--- config.mk ---
export PLATFORM = sky130hd
export DESIGN_NAME = led_flow_ctrl
export DESIGN_NICKNAME = d
export VERILOG_FILES = /design/src/rtl/led_flow_ctrl.sv
export SDC_FILE = /design/constraint.sdc
export NUM_CORES = 1
export LEC_CHECK = 0
export CAP_MARGIN = 40
export CORE_MARGIN = 1
export CORE_UTILIZATION = 50
export CTS_CLUSTER_SIZE = 40
export DETAILED_ROUTE_END_ITERATION = 6
export GPL_ROUTABILITY_DRIVEN = 0
export PLACE_DENSITY = 0.7
export SYNTH_ARGS = -nofsm -noshare
export SYNTH_HDL_FRONTEND = slang
export SYNTH_SLANG_ARGS = --single-unit
export TNS_END_PERCENT = 30
--- constraint.sdc ---
create_clock -name clk -period 2.3 [get_ports clk]
set_input_delay 0.345 -clock clk [delete_from_list [all_inputs] [get_ports clk]]
set_output_delay 0.345 -clock clk [all_outputs]
set_load 0.01 [all_outputs]
--- src/rtl/led_flow_ctrl.sv ---
// LED flow sequencer: self-timed rotate-left/right, bounce and blink patterns with start/stop/hold.
// Define LED_FLOW_ACTIVE_LOW_EN to drive led = ~pattern for active-low boards.
module led_flow_ctrl #(
    parameter int LED_NUM  = 8,
    parameter int BASE_DIV = 25_000_000
) (
    input  logic               clk,
    input  logic               rst_n,
    input  logic               start,
    input  logic               stop,
    input  logic               hold,
    input  logic [1:0]         mode,
    input  logic [1:0]         speed,
    output logic [LED_NUM-1:0] led,
    output logic               busy,
    output logic               step_pulse
);
    localparam int CW = $clog2(BASE_DIV);

    localparam logic [1:0] IDLE  = 2'd0;
    localparam logic [1:0] RUN   = 2'd1;
    localparam logic [1:0] PAUSE = 2'd2;

    localparam logic [1:0] MODE_LEFT   = 2'd0;
    localparam logic [1:0] MODE_RIGHT  = 2'd1;
    localparam logic [1:0] MODE_BOUNCE = 2'd2;

    localparam logic DIR_LEFT  = 1'b0;
    localparam logic DIR_RIGHT = 1'b1;

`ifdef LED_FLOW_ACTIVE_LOW_EN
    localparam logic ACTIVE_LOW = 1'b1;
`else
    localparam logic ACTIVE_LOW = 1'b0;
`endif
    // XOR mask applied to the pattern on its way to the pins; also the dark/reset value of led.
    localparam logic [LED_NUM-1:0] LED_DARK = {LED_NUM{ACTIVE_LOW}};

    logic [1:0]         state_reg, state_next;
    logic [LED_NUM-1:0] pattern_reg, pattern_next;
    logic [CW-1:0]      cnt_reg, cnt_next;
    logic               dir_reg, dir_next;
    logic [1:0]         mode_reg, mode_next;
    logic [LED_NUM-1:0] led_reg;
    logic               busy_reg;
    logic               step_reg, step_next;

    logic [31:0]        period;
    logic [LED_NUM-1:0] adv_pattern;
    logic               adv_dir;
    logic [LED_NUM-1:0] init_pattern;

    // Pattern after one advance in the latched mode.
    always_comb begin
        adv_pattern = ~pattern_reg;
        adv_dir     = dir_reg;
        case (mode_reg)
            MODE_LEFT:  adv_pattern = {pattern_reg[LED_NUM-2:0], pattern_reg[LED_NUM-1]};
            MODE_RIGHT: adv_pattern = {pattern_reg[0], pattern_reg[LED_NUM-1:1]};
            MODE_BOUNCE: begin
                if (dir_reg == DIR_LEFT) begin
                    adv_pattern = pattern_reg << 1;
                    if (adv_pattern[LED_NUM-1]) adv_dir = DIR_RIGHT;
                end else begin
                    adv_pattern = pattern_reg >> 1;
                    if (adv_pattern[0]) adv_dir = DIR_LEFT;
                end
            end
            default: adv_pattern = ~pattern_reg;
        endcase
    end

    always_comb begin
        case (mode)
            MODE_RIGHT:  init_pattern = {1'b1, {(LED_NUM-1){1'b0}}};
            MODE_LEFT,
            MODE_BOUNCE: init_pattern = {{(LED_NUM-1){1'b0}}, 1'b1};
            default:     init_pattern = '1;
        endcase
    end

    always_comb begin
        period       = 32'(BASE_DIV) >> speed;
        state_next   = state_reg;
        pattern_next = pattern_reg;
        cnt_next     = cnt_reg;
        dir_next     = dir_reg;
        mode_next    = mode_reg;
        step_next    = 1'b0;

        if (stop && state_reg != IDLE) begin
            state_next   = IDLE;
            pattern_next = '0;
            cnt_next     = '0;
            dir_next     = DIR_LEFT;
        end else if (start) begin
            state_next   = RUN;
            mode_next    = mode;
            cnt_next     = '0;
            dir_next     = DIR_LEFT;
            pattern_next = init_pattern;
        end else if (state_reg == IDLE) begin
            pattern_next = '0;
            cnt_next     = '0;
        end else if (hold) begin
            state_next = PAUSE;
        end else begin
            // ">=" lets a mid-interval switch to a shorter period step on the very next cycle.
            state_next = RUN;
            if (32'(cnt_reg) >= period - 32'd1) begin
                cnt_next     = '0;
                step_next    = 1'b1;
                pattern_next = adv_pattern;
                dir_next     = adv_dir;
            end else begin
                cnt_next = cnt_reg + CW'(1);
            end
        end
    end

    always_ff @(posedge clk or negedge rst_n) begin
        if (!rst_n) begin
            state_reg   <= IDLE;
            pattern_reg <= '0;
            cnt_reg     <= '0;
            dir_reg     <= DIR_LEFT;
            mode_reg    <= MODE_LEFT;
            led_reg     <= LED_DARK;
            busy_reg    <= 1'b0;
            step_reg    <= 1'b0;
        end else begin
            state_reg   <= state_next;
            pattern_reg <= pattern_next;
            cnt_reg     <= cnt_next;
            dir_reg     <= dir_next;
            mode_reg    <= mode_next;
            led_reg     <= pattern_next ^ LED_DARK;
            busy_reg    <= (state_next != IDLE);
            step_reg    <= step_next;
        end
    end

    assign led        = led_reg;
    assign busy       = busy_reg;
    assign step_pulse = step_reg;
endmodule
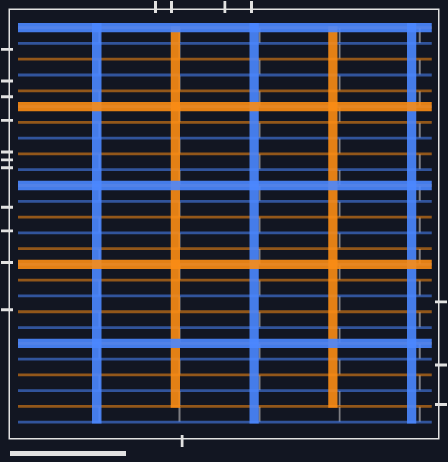
Fig. 1. Floorplan with the power grid.
Bar = 20 um. Pins as bars on the die edge. Tap cells in grey.
| net | colour |
|---|---|
| VDD | orange |
| VSS | blue |
met1 rails: 26
met4 straps: 5
met5 straps: 5
signal pins: 19

==> reports/metrics.cfg <==
[power_and_ir_drop]
share_comb_of_total_power = 0.219
powerDensity_nw_per_um2 = 487
p_seq_frac = 0.482
power_switching_uw = 453
p_clk_frac = 0.300
p_sw_frac = 0.281
power.total_uw = 1610
intPower_uw = 1160
power_leakage_uw = 0.00157
peakVddDrop_mv = 0.375

[worst_setup_path]
cp-end-kind = register
critPathBufInv = 1
path_cells = ha_4 -> a211o_1 -> a221o_1 -> a221oi_2 -> o21a_2 -> o21ai_4 -> buf_12 -> mux2_4
r2r_start = cnt_reg[5]
critPathMaxStageDelay_ps = 420
worstPathMaxFanout = 8
reg2regPathDepth = 8
cp_top_family = AND-OR/OR-AND gates
critical_path_arrival_ps = 2560
slowest_stage = dfrtp_1
cp-start-kind = register
reg2reg_to = led[2]
rrSetupSlack_ps = -80
critPathKind = register to register
critPathRequiredTime_ps = 2480

[die]
ioPinCount = 19
rows = 25
initCoreUtil = 0.531
die_area_um2 = 5440
die-height_um = 73.8
fp.dieW_um = 73.8
core-area_um2 = 4850

[finish]
nNetsFinal = 372
final_common_cell = dfrtp_1
fill_cells = 401
final_cell_mix = dfrtp_1 (40), nor2_1 (36), buf_4 (36)
largest_reg_flops = 25
final_util = 0.683
design_area_um2 = 3310
syn_to_final_growth_pct = 28.6
drive_gt1_frac = 0.218
fin_cells = 411
diodes = 0

[detailed_routing]
ant_nets = 0
num_vias = 2292
avgViaCountPerCell = 5.58
routed_wl_mm = 6.01
first_pass_iters = 4
drc_errors = 0
drt_iter0_drc = 76
wl_per_cell_um = 14.6

[clocking]
clock_latency_ps = 290
clk_pin_slew_ps = 80
cts-htree-levels = 2
cts_tree = done
cts_root_buffer = clkbuf_8
cts_sinks = 40
numCtsBuffers = 5
max-clock-path-buffers = 2

[yosys]
flop_cell = dfrtp_1
most_common_cell = dfrtp_1
yosysSeqAreaShare = 0.389
synthXorXnorAreaFrac = 0.0544
ys_sh_mux = 0.0554
common_cells = dfrtp_1 (40), nor2_1 (37), nand2_1 (31), ha_1 (20)
synth_cell_types = 51
yosys_warnings = 0
async_flop_share = 1.00
synthAdderAreaFrac = 0.0972
compound_area_frac = 0.166
simple_gate_area_frac = 0.203
avgSynthCellArea_um2 = 9.03
logic_family = simple AND/OR/NAND/NOR gates
netlist_area_um2 = 2570
yosys_cells = 285
yosys.stat.chipArea_um2 = 2570
syn_inst = 285
synth_flop_count = 40
syn-num-nets = 314
topCellsByArea = dfrtp_1 (39%), ha_1 (9.7%), nor2_1 (5.4%)
edf_count = 0
post-synth-top-area-cell = dfrtp_1
synth_top_area_share = 0.389

[flow_run]
tool_warnings = 29
drv_cap = 0

[global_routing]
use_met3 = 0.0453
grt_overflow_total = 0
met2_usage = 0.414
grtUsageMet1 = 0.328
busiest_layer = met2
grt_max_degree = 36
grt.total_usage = 0.249
grt_pass1_wl_mm = 10.3
grt_pass1_vias = 2279
antenna_found_initial = 0

[sta]
whs_ps = 412
finClkSkew_ps = 8.49
setup_viol = 7
fmax_mhz = 421
worst_slack_ps = -75.5
rsz0062_at_grt = yes
layout_min_cycle_time_ps = 2380
finalClockPeriodUsage = 1.03
hold_violations = 0
maxSlewViolCount = 0

[placed_design]
placed_cell_area_um2 = 3150
portBuffers = 18
dp_cells = 401
dpl.hpwl_mm = 4.58

[min_path]
hp-class = input pin to asynchronous set/reset pin

[outcome]
status = finished, violations left
violations = negative setup slack

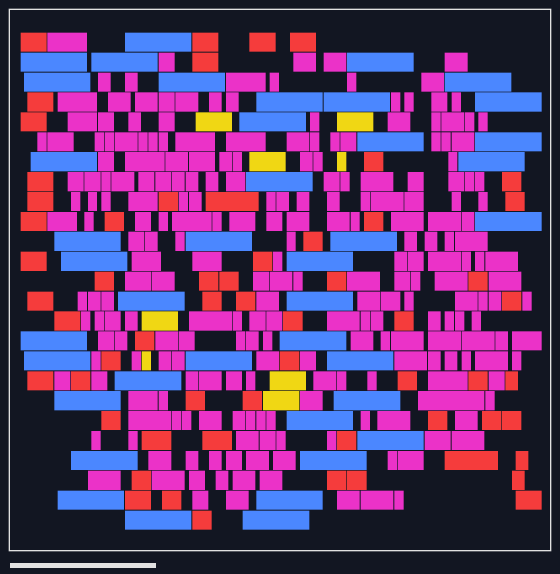
Fig. 2. Cell classes on the final placement.
Bar = 20 um.
| class | colour | cells | share of their area |
|---|---|---|---|
| flops | blue | 40 | 31% |
| all other logic | magenta | 237 | 50% |
| other buffers and delay cells | red | 59 | 16% |
| clock drivers and dummy loads | yellow | 8 | 2.8% |

power groups by stage:
| stage | registers, uW | clock network [uW] | logic [uW] |
|---|---|---|---|
| 3_3_place_gp | 788 | 0 | 322 |
| 4_1_cts | 775 | 492 | 352 |
| 3_5_place_dp | 788 | 0 | 331 |
| 6_report | 776 | 483 | 352 |
| 2_1_floorplan | 790 | 0 | 172 |
| 5_1_grt | 780 | 520 | 391 |
metal layers:
metal | routed length, um | vias to the layer above
met4 | 65 | 0
met3 | 155 | 7
li1 | - | 1141
met5 | 0 | -
met2 | 2840 | 36
met1 | 2950 | 1108
worst register-to-register path, stage by stage (launching register included):
cell and delay, ps:
dfrtp_1 420, ha_4 230, a211o_1 250, a221o_1 360
a221oi_2 270, o21a_2 210, o21ai_4 80, buf_12 150
mux2_4 300
stage by stage:
stage          worst slack, ps  setup TNS, ps
2_1_floorplan             -113           -507
3_3_place_gp              -767         -22670
3_5_place_dp              -834         -24330
4_1_cts                  -94.1           -669
5_1_grt                   -145          -1260
6_report                 -75.5           -480
timing repair:
action	in CTS	in global routing
hold buffers	1	0
resized	20	3
gates cloned	0	0
setup buffers	1	0
setup endpoints to repair	35	21
pin swaps	5	11
endpoints found under the hold margin	5	0
area by class of cell:
class	count	area (um^2)	area share
timing repair buffer	59	508	0.153
sequential	40	1000	0.302
clock buffer	8	90.1	0.0272
multi-input combinational	224	1580	0.477
tap	67	83.8	0.0253
inverter	13	48.8	0.0147
worst max path at each step:
stage	slack [ps]	from	depth (start not counted)	end
after floorplan	-110	speed[0]	10	led[5]
after global placement	-770	speed[0]	10	cnt_reg[7]
after detailed placement	-830	speed[0]	10	cnt_reg[7]
after CTS	-90	cnt_reg[5]	8	led[3]
after global routing	-140	cnt_reg[5]	8	led[2]
final	-80	cnt_reg[5]	8	led[2]
Power figures rest on the tool's default switching activity, not on a simulated workload.
